$ cat config.mk
export PLATFORM = sky130hd
export DESIGN_NAME = port_prio_scheduler
export DESIGN_NICKNAME = d
export VERILOG_FILES = /design/src/rtl/port_prio_scheduler_pkg.sv /design/src/rtl/wrr_credit_sel.sv /design/src/rtl/port_prio_scheduler.sv
export SDC_FILE = /design/constraint.sdc
export NUM_CORES = 1
export LEC_CHECK = 0
export CORE_UTILIZATION = 50
export DETAILED_ROUTE_END_ITERATION = 16
export GPL_ROUTABILITY_DRIVEN = 1
export HOLD_SLACK_MARGIN = 0.12
export PLACE_DENSITY_LB_ADDON = 0.25
export SKIP_CTS_REPAIR_TIMING = 1
export SLEW_MARGIN = 20
export SYNTH_ARGS = -nofsm -noshare
export SYNTH_HDL_FRONTEND = slang
export SYNTH_SLANG_ARGS = --single-unit
$ cat constraint.sdc
create_clock -name clk -period 5.41 [get_ports clk]
set_input_delay 0.8115 -clock clk [delete_from_list [all_inputs] [get_ports clk]]
set_output_delay 0.8115 -clock clk [all_outputs]
set_load 0.03 [all_outputs]
$ cat src/rtl/port_prio_scheduler_pkg.sv
// Shared constants, FSM encoding and weight helper
// for the per-port priority scheduler.
package port_prio_scheduler_pkg;

    localparam int NUM_PRIO = 8;
    localparam int PRIO_W   = 3;
    localparam int WEIGHT_W = 4;
    localparam int LEN_W    = 7;

    typedef enum logic [1:0] {
        S_IDLE,
        S_REQ,
        S_WAIT_ACK,
        S_XFER
    } state_t;

    // A zero weight still grants one packet per round.
    function automatic logic [WEIGHT_W-1:0] fix_weight(
        input logic [WEIGHT_W-1:0] w
    );
        return (w == '0) ? WEIGHT_W'(1) : w;
    endfunction

endpackage

$ cat src/rtl/wrr_credit_sel.sv
// Combinational queue selector: strict priority or
// wrapped credit scan with round reload decision.
module wrr_credit_sel
    import port_prio_scheduler_pkg::*;
(
    input  logic                         wrr_mode,
    input  logic                         force_reload,
    input  logic [PRIO_W-1:0]            ptr,
    input  logic [NUM_PRIO-1:0]          eligible,
    input  logic [NUM_PRIO*WEIGHT_W-1:0] credit,
    output logic                         sel_valid,
    output logic [PRIO_W-1:0]            sel_prio,
    output logic                         reload
);

    logic [NUM_PRIO-1:0] has_credit;
    logic [NUM_PRIO-1:0] cand;
    logic [PRIO_W-1:0]   idx;

    always_comb begin
        has_credit = '0;
        for (int i = 0; i < NUM_PRIO; i++) begin
            has_credit[i] = eligible[i] &&
                (credit[i*WEIGHT_W +: WEIGHT_W] != '0);
        end
        reload = force_reload ||
            (wrr_mode && (|eligible) && !(|has_credit));
        // After a reload every credit is at least one.
        cand      = reload ? eligible : has_credit;
        sel_valid = |eligible;
        sel_prio  = '0;
        idx       = '0;
        if (!wrr_mode) begin
            for (int i = NUM_PRIO - 1; i >= 0; i--) begin
                if (eligible[i]) sel_prio = PRIO_W'(i);
            end
        end else begin
            for (int k = NUM_PRIO - 1; k >= 0; k--) begin
                idx = ptr + PRIO_W'(k);
                if (cand[idx]) sel_prio = idx;
            end
        end
    end

endmodule

$ cat src/rtl/port_prio_scheduler.sv
// Egress port scheduler: grants a queue, requests its
// head packet and sequences the beats.
module port_prio_scheduler
    import port_prio_scheduler_pkg::*;
(
    input  logic                         clk,
    input  logic                         rst,
    input  logic                         sp0_wrr1,
    input  logic [NUM_PRIO*WEIGHT_W-1:0] wrr_weight,
    input  logic [NUM_PRIO-1:0]          prepared,
    input  logic [NUM_PRIO-1:0]          ready,
    input  logic                         out_ready,
    input  logic                         rd_ack,
    input  logic [LEN_W-1:0]             pkt_len,
    output logic                         rd_req,
    output logic [PRIO_W-1:0]            rd_prio,
    output logic                         next_data,
    output logic                         rd_sop,
    output logic                         rd_eop,
    output logic                         rd_vld,
    output logic                         len_err
);

    state_t state, state_nxt;

    logic [NUM_PRIO-1:0]          eligible;
    logic [NUM_PRIO*WEIGHT_W-1:0] credit;
    logic [PRIO_W-1:0]            rr_ptr;
    logic [PRIO_W-1:0]            scan_ptr;
    logic [PRIO_W-1:0]            sel_prio;
    logic                         sel_valid;
    logic                         reload;
    logic                         mode_q;
    logic                         mode_chg;
    logic                         started;
    logic                         beat;
    logic [LEN_W-1:0]             remaining;
    logic [WEIGHT_W-1:0]          cur_credit;
    logic [WEIGHT_W-1:0]          left;

    assign eligible = prepared & ready;
    assign mode_chg = sp0_wrr1 != mode_q;
    assign scan_ptr = mode_chg ? '0 : rr_ptr;
    assign beat     = (state == S_XFER) && out_ready;

    wrr_credit_sel u_sel (
        .wrr_mode     (sp0_wrr1),
        .force_reload (mode_chg),
        .ptr          (scan_ptr),
        .eligible     (eligible),
        .credit       (credit),
        .sel_valid    (sel_valid),
        .sel_prio     (sel_prio),
        .reload       (reload)
    );

    always_comb begin
        cur_credit = reload
            ? fix_weight(wrr_weight[sel_prio*WEIGHT_W +: WEIGHT_W])
            : credit[sel_prio*WEIGHT_W +: WEIGHT_W];
        left = cur_credit - WEIGHT_W'(1);
    end

    always_ff @(posedge clk or negedge rst) begin
        if (!rst) state <= S_IDLE;
        else      state <= state_nxt;
    end

    always_comb begin
        state_nxt = state;
        unique case (state)
            S_IDLE:     if (sel_valid) state_nxt = S_REQ;
            S_REQ:      state_nxt = S_WAIT_ACK;
            S_WAIT_ACK: if (rd_ack) begin
                state_nxt = (pkt_len == '0) ? S_IDLE : S_XFER;
            end
            S_XFER:     if (beat && remaining == LEN_W'(1)) begin
                state_nxt = S_IDLE;
            end
            default:    state_nxt = S_IDLE;
        endcase
    end

    always_comb begin
        rd_req    = state == S_REQ;
        rd_vld    = state == S_XFER;
        rd_sop    = (state == S_XFER) && !started;
        rd_eop    = (state == S_XFER) && remaining == LEN_W'(1);
        next_data = beat;
        len_err   = (state == S_WAIT_ACK) && rd_ack &&
                    pkt_len == '0;
    end

    always_ff @(posedge clk or negedge rst) begin
        if (!rst) begin
            rd_prio   <= '0;
            credit    <= '0;
            rr_ptr    <= '0;
            mode_q    <= 1'b0;
            remaining <= '0;
            started   <= 1'b0;
        end else begin
            if (state == S_IDLE) begin
                mode_q <= sp0_wrr1;
                if (reload) begin
                    for (int i = 0; i < NUM_PRIO; i++) begin
                        credit[i*WEIGHT_W +: WEIGHT_W] <=
                            fix_weight(wrr_weight[i*WEIGHT_W +: WEIGHT_W]);
                    end
                end
                if (mode_chg) rr_ptr <= '0;
                if (sel_valid) begin
                    rd_prio <= sel_prio;
                    if (sp0_wrr1) begin
                        credit[sel_prio*WEIGHT_W +: WEIGHT_W] <= left;
                        rr_ptr <= (left == '0)
                            ? sel_prio + PRIO_W'(1) : sel_prio;
                    end
                end
            end
            if (state == S_WAIT_ACK && rd_ack) begin
                remaining <= pkt_len;
                started   <= 1'b0;
            end
            if (beat) begin
                remaining <= remaining - LEN_W'(1);
                started   <= 1'b1;
            end
        end
    end

endmodule
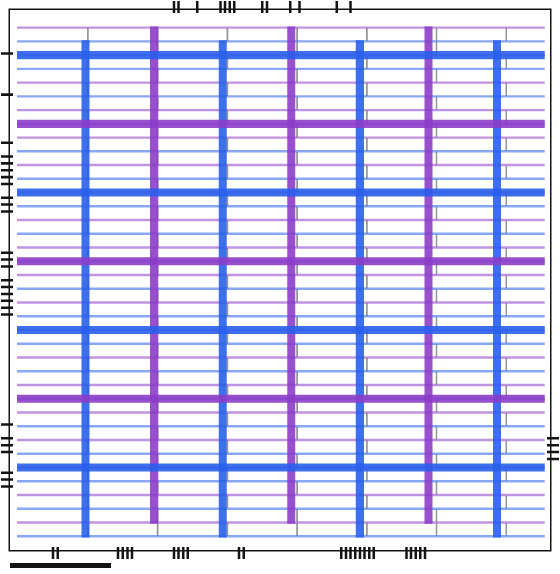
Run 1: PDN straps and rails
Bar = 20 um. Pins as bars on the die edge. Tap cells in grey.
- VSS: blue
- VDD: purple
- met5 straps: 7
- met1 rails: 38
maximum vdd ir drop: 0.256 mV
core area: 10500 um2
Die W: 107 um

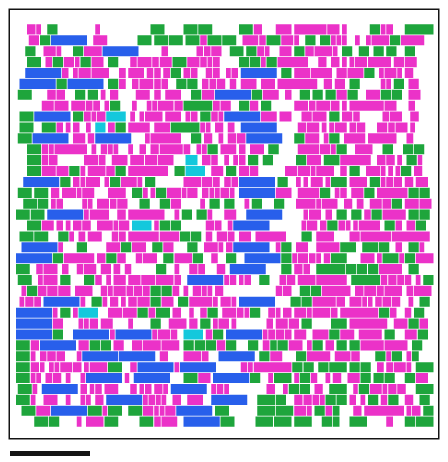
Run 1: placement by cell class
Bar = 20 um.
- remaining buffers and delay cells: green (cells 271)
- combinational and other logic: magenta (cells 642)
- clock drivers and dummy loads: cyan (cells 7)
- sequential cells: blue (cells 49)
std cell rows: 37
post-route cell area: 8360 um2
Core Util, Final: 79.6%

==> notes.md, run 1 <==
run metrics: status=finished with violations, failing checks=setup timing, Finished Layout Cells=1105, R2R cell count=24, Cells after Synth=729, Top FF cell, synth=dfrtp_1, startpoint types=flop, drt initial violations=959, WHS=0.496 ns, Top pwr grp=combinational cells, P_int=1.34 mW, H-tree depth=2, Comb group=1.83 mW, Synth top cells by count=98 x nand2_1, 66 x nor2_1, 50 x a21oi_1, Final #Nets=1038, antenna violations before repair=0, tool warning count=32, Max-slew headroom=41.0%, Crit path depth=24, yosys cell count=729, final setup margin=-0.135 ns, RSZ-0062 raised after global routing=true, Max-area cell share=22.3%, Flops after synth=49, DRT Pass-1 Iters=6, Area growth syn-to-layout=52.2%, via/cell ratio=6.85, Sink Count=49, Placed Area=7680 um2, crit path kind=reg -> reg, Port Buffers=68, gr ovfl total=0, GR Layer Usage met2=73.6%, largest class=multi-input combinational cells, leading cell type in the layout, fill and taps excluded=buf_4, post-DP HPWL=18.8 mm, Slew @ Worst Pin=0.882 ns, TritonCTS clock tree=built, worst-path cell chain=or4_4, a2bb2oi_4, and3_4, a21oi_4, o21ai_4, buf_6, o22ai_2, a311o_1, o2111a_2, o32a_4, nand2_4, inv_8, buf_4, mux4_2, nor2_1, o32ai_2, a41oi_4, inv_2, ha_4, inv_2, a31oi_4, or4b_4, a211oi_2, o41ai_2, CTS root buf=clkbuf_8, P_sw=1.21 mW, CP dominant cell by count=inv_2, vias in the first global route=7334, Period minus WS final=5.55 ns, Finish-stage setup viols=4, Critical Path AT=5.75 ns, EDFF count, synth=0, busiest grt layer=met2, R2R Setup Slk=-0.14 ns, max_cap viols=0, clk slew on worst S/H paths=0.10 ns, clk_buf instances=5, layout cells sized above 1=34.0%, Unique masters post-synth=97, fin crit share=102%, crit path capture type=flop, Post-Synth XOR/XNOR Area=0.933%, met1 GRT Util=47.0%, Reg power frac=19.3%, ys async rst share=100%, clock tree buffer depth=2, count leader, synth=nand2_1, MI comb cells=615, part of the power in combinational logic=71.8%, Sw Share=47.4%, Hold Path Class=in -> async
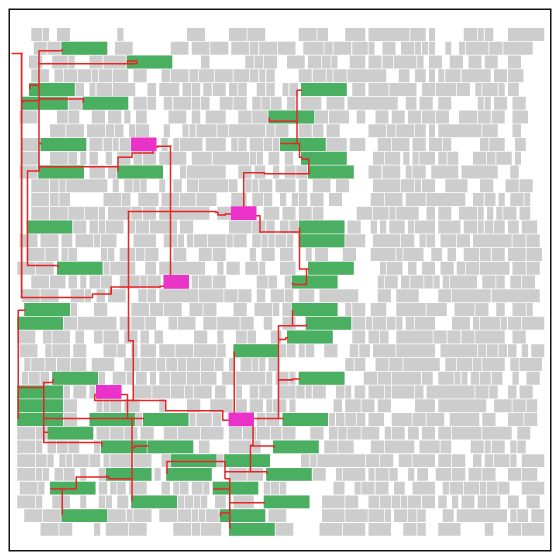
Run 1: routed clock nets over the placement
- flip-flops: green (count 49)
- clock wires: red (length 662 um)
- clock drivers: magenta (count 5)
- routed clock nets: 6
P_clk: 0.227 mW
Clock Skew: 0.00948 ns
clk_lat worst skew: 0.33 ns
part of the power in the clock network: 8.9%

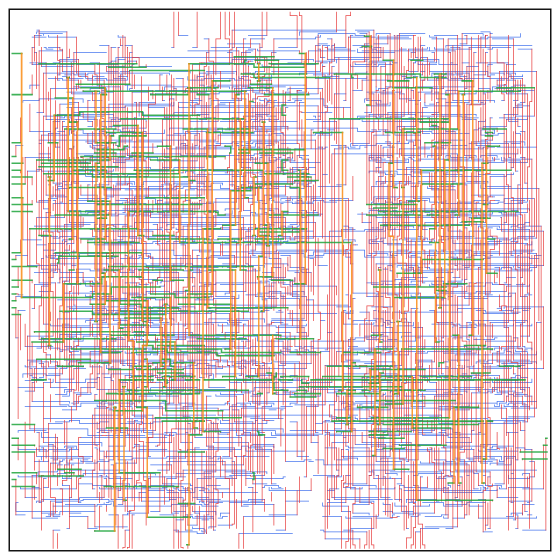
Run 1: routed metal, one colour a layer
- metal 4: orange (wire length 2100 um)
- metal 3: green (wire length 2290 um)
- metal 2: red (wire length 11800 um)
- metal 1: blue (wire length 9080 um)
GRT Resource Usage Total: 43.0%
via count: 7573

run 1: sequential cells by signal, indices dropped and copies added, names as in the netlist:
register / count
credit: 32
remaining: 7
rd_prio: 3
rr_ptr: 3
state: 2
mode_q: 1
started: 1
run 1: path summary, 6_finish.rpt:
kind | startpoint | to
worst max-delay path | credit[31] | rr_ptr[2]
worst min-delay path | rst | remaining[6]
worst max register to register | credit[31] | rr_ptr[2]
worst min register to register | rd_prio[0] | rd_prio[0]
max in group asynchronous | rst | credit[12]
min in group clk | rd_prio[0] | rd_prio[0]
run 1: stage by stage:
step                power (mW)  setup WS (ns)  setup TNS (ns)
floorplan                 1.38         -0.134          -0.255
global placement          2.09         -0.626          -14.46
detailed placement        2.13         -0.750          -19.46
CTS                       2.35         -0.430           -8.66
global route              2.65         -0.260           -2.19
finish                    2.56         -0.135          -0.274
Run 1, congestion heat map:
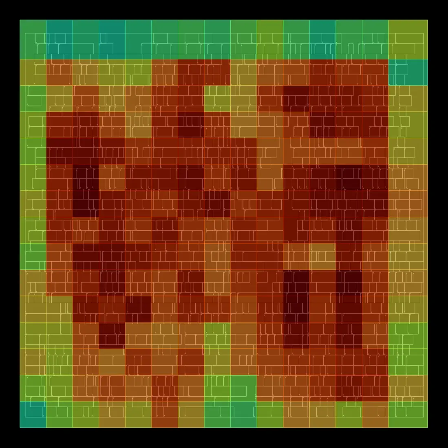

==> run 2: changes to the inputs <==
Settings changed: CORE_UTILIZATION 50 to 40.
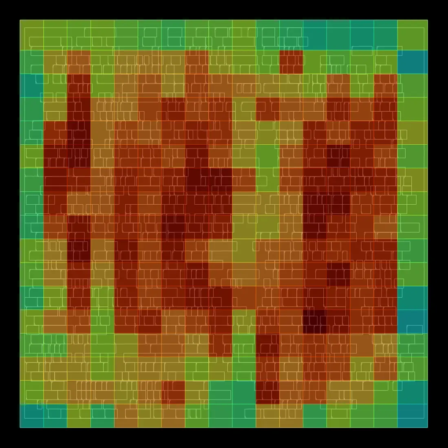
Run 2: congestion heat map
GRT Resource Usage Total: 34.3%
Core Util, Final: 66.1%
busiest grt layer: met2

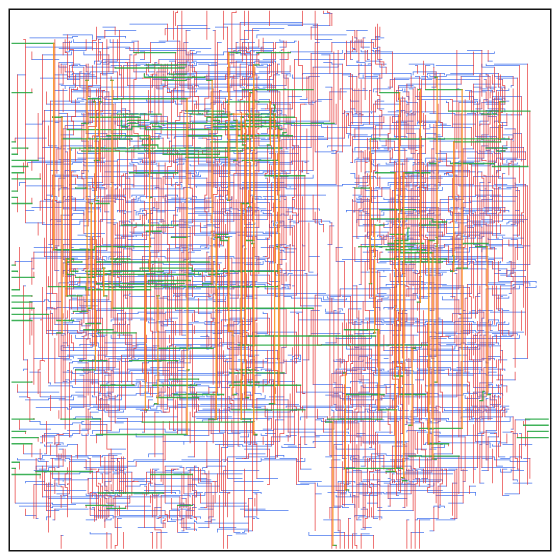
Run 2: routed metal, one colour a layer
- metal 1: blue (wire length 9810 um)
- metal 2: red (wire length 12100 um)
- metal 4: orange (wire length 1690 um)
- metal 3: green (wire length 1600 um)
WL/cell: 21.4 um
WL final: 25.2 mm
via count: 7381

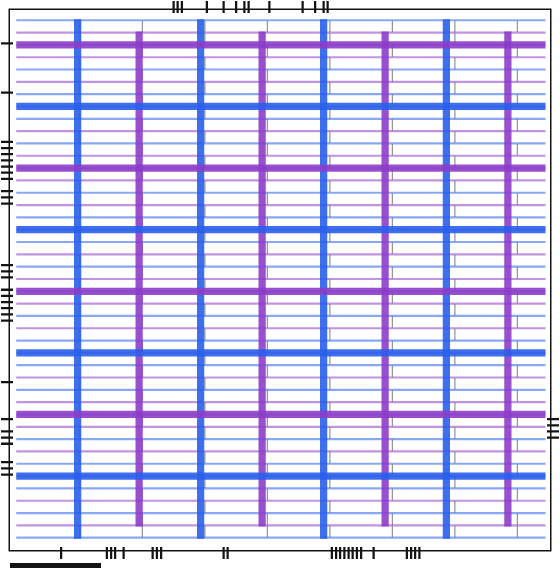
Run 2: PDN straps and rails
Bar = 20 um. Pins as bars on the die edge. Tap cells in grey.
- VDD: purple
- VSS: blue
- rows: 42
- met4 straps: 8
maximum vdd ir drop: 0.267 mV
Die W: 119 um
die height: 119 um

==> run 2 against run 1 <==
Net effect: the flow still finishes with violations (setup timing); non-clock buffer count up 35; die size increased by 25%; count of clock-buffer cells in the layout unchanged; first-iteration DRC count shrank 38%; global-route usage shrank 8.7 points; final cell count increased by 6.9%; clock skew fell by 0.0020 ns; critical endpoint unchanged.
==> notes.md, run 2 <==
run metrics: status=finished with violations, failing checks=setup timing, pre-CTS WS=-0.838 ns, ys async rst share=100%, count leader, synth=nand2_1, leading cell type in the layout, fill and taps excluded=buf_4, Comb group=1.95 mW, Finish-stage setup viols=1, part of the power in the clock network=12.7%, Clock Skew=0.00749 ns, H-tree depth=2, Final #Nets=1074, EDFF count, synth=0, Reg power frac=17.7%, clock tree buffer depth=2, antenna violations before repair=0, Hold Path Class=reg -> reg, Ant. Diodes=0, via/cell ratio=6.25, Max-slew headroom=35.7%, core area=13300 um2, Biggest register=credit, Unique masters post-synth=97, tool warning count=32, Top pwr grp=combinational cells, P_clk=0.355 mW, Setup TNS Final=-0.0886 ns, Finished Layout Cells=1181, layout cells sized above 1=38.3%, Power Total=2.80 mW, DRT Pass-1 Iters=6, yosys cell count=729, Flops after synth=49, Sw Share=44.4%, fin crit share=102%, R2R Setup Slk=-0.09 ns, Reg-to-Reg End=rr_ptr[2], largest registers=credit: 32 flops, remaining: 7 flops, P_int=1.55 mW, final setup margin=-0.0886 ns, Crit path depth=21, HP Start=started, clk_buf instances=5, Final Max Tran Viols=0, largest class=multi-input combinational cells, Port Buffers=68, post-route cell area=8830 um2, RSZ-0062 raised after global routing=true, worst-path cell chain=or4_4, a2bb2oi_4, and3_4, a21oi_2, o21ai_2, nand3_2, a311o_1, o2111a_2, o32a_4, nand2_4, buf_4, inv_6, nand2_2, o31ai_1, or4_4, a41oi_4, inv_2, buf_4, or4b_4, a211oi_2, o41ai_2, TritonCTS clock tree=built, Placed Area=7900 um2, Top cells excl fill/tap=224 x buf_4, 89 x nand2_1, 62 x nor2_1, 50 x clkdlybuf4s50_1, 49 x dfrtp_1, Max-area cell share=22.3%, WHS=0.519 ns, Area growth syn-to-layout=60.6%, crit path capture type=flop, Hold Path Sink=started, Cells after Synth=729, Top FF cell, synth=dfrtp_1, Critical Path AT=5.67 ns, startpoint types=flop, clk slew on worst S/H paths=0.07 ns, Period minus WS final=5.50 ns, P_sw=1.24 mW, std cell rows=42, drt initial violations=594, Sink Count=49, clk_lat worst skew=0.30 ns
-- run 2: cell counts after synthesis --
No cell type changed its count.
-- run 2: tightest hold or removal path: stages, from the launching register on --
cell,delay [ns]
dfrtp_1,0.35
nor2_1,0.05
nor2_1,0.07
-- run 2: worst max path at each step --
stage                startpoint         to  slack [ns]
floorplan              ready[6]  rr_ptr[2]       -0.13
global placement    prepared[6]  rr_ptr[2]       -0.76
detailed placement  prepared[6]  rr_ptr[2]       -0.84
CTS                 prepared[6]  rr_ptr[2]       -0.54
global route        prepared[0]  rr_ptr[2]       -0.31
finish               credit[12]  rr_ptr[2]       -0.09
-- run 2: routing by layer --
layer  GRT usage (%)  part of all wire, %
met3            3.88                  6.3
met2            58.4                   48
met5               0                    0
met4            23.7                  6.7
met1            40.2                   39
Power and IR drop assume default switching activity.
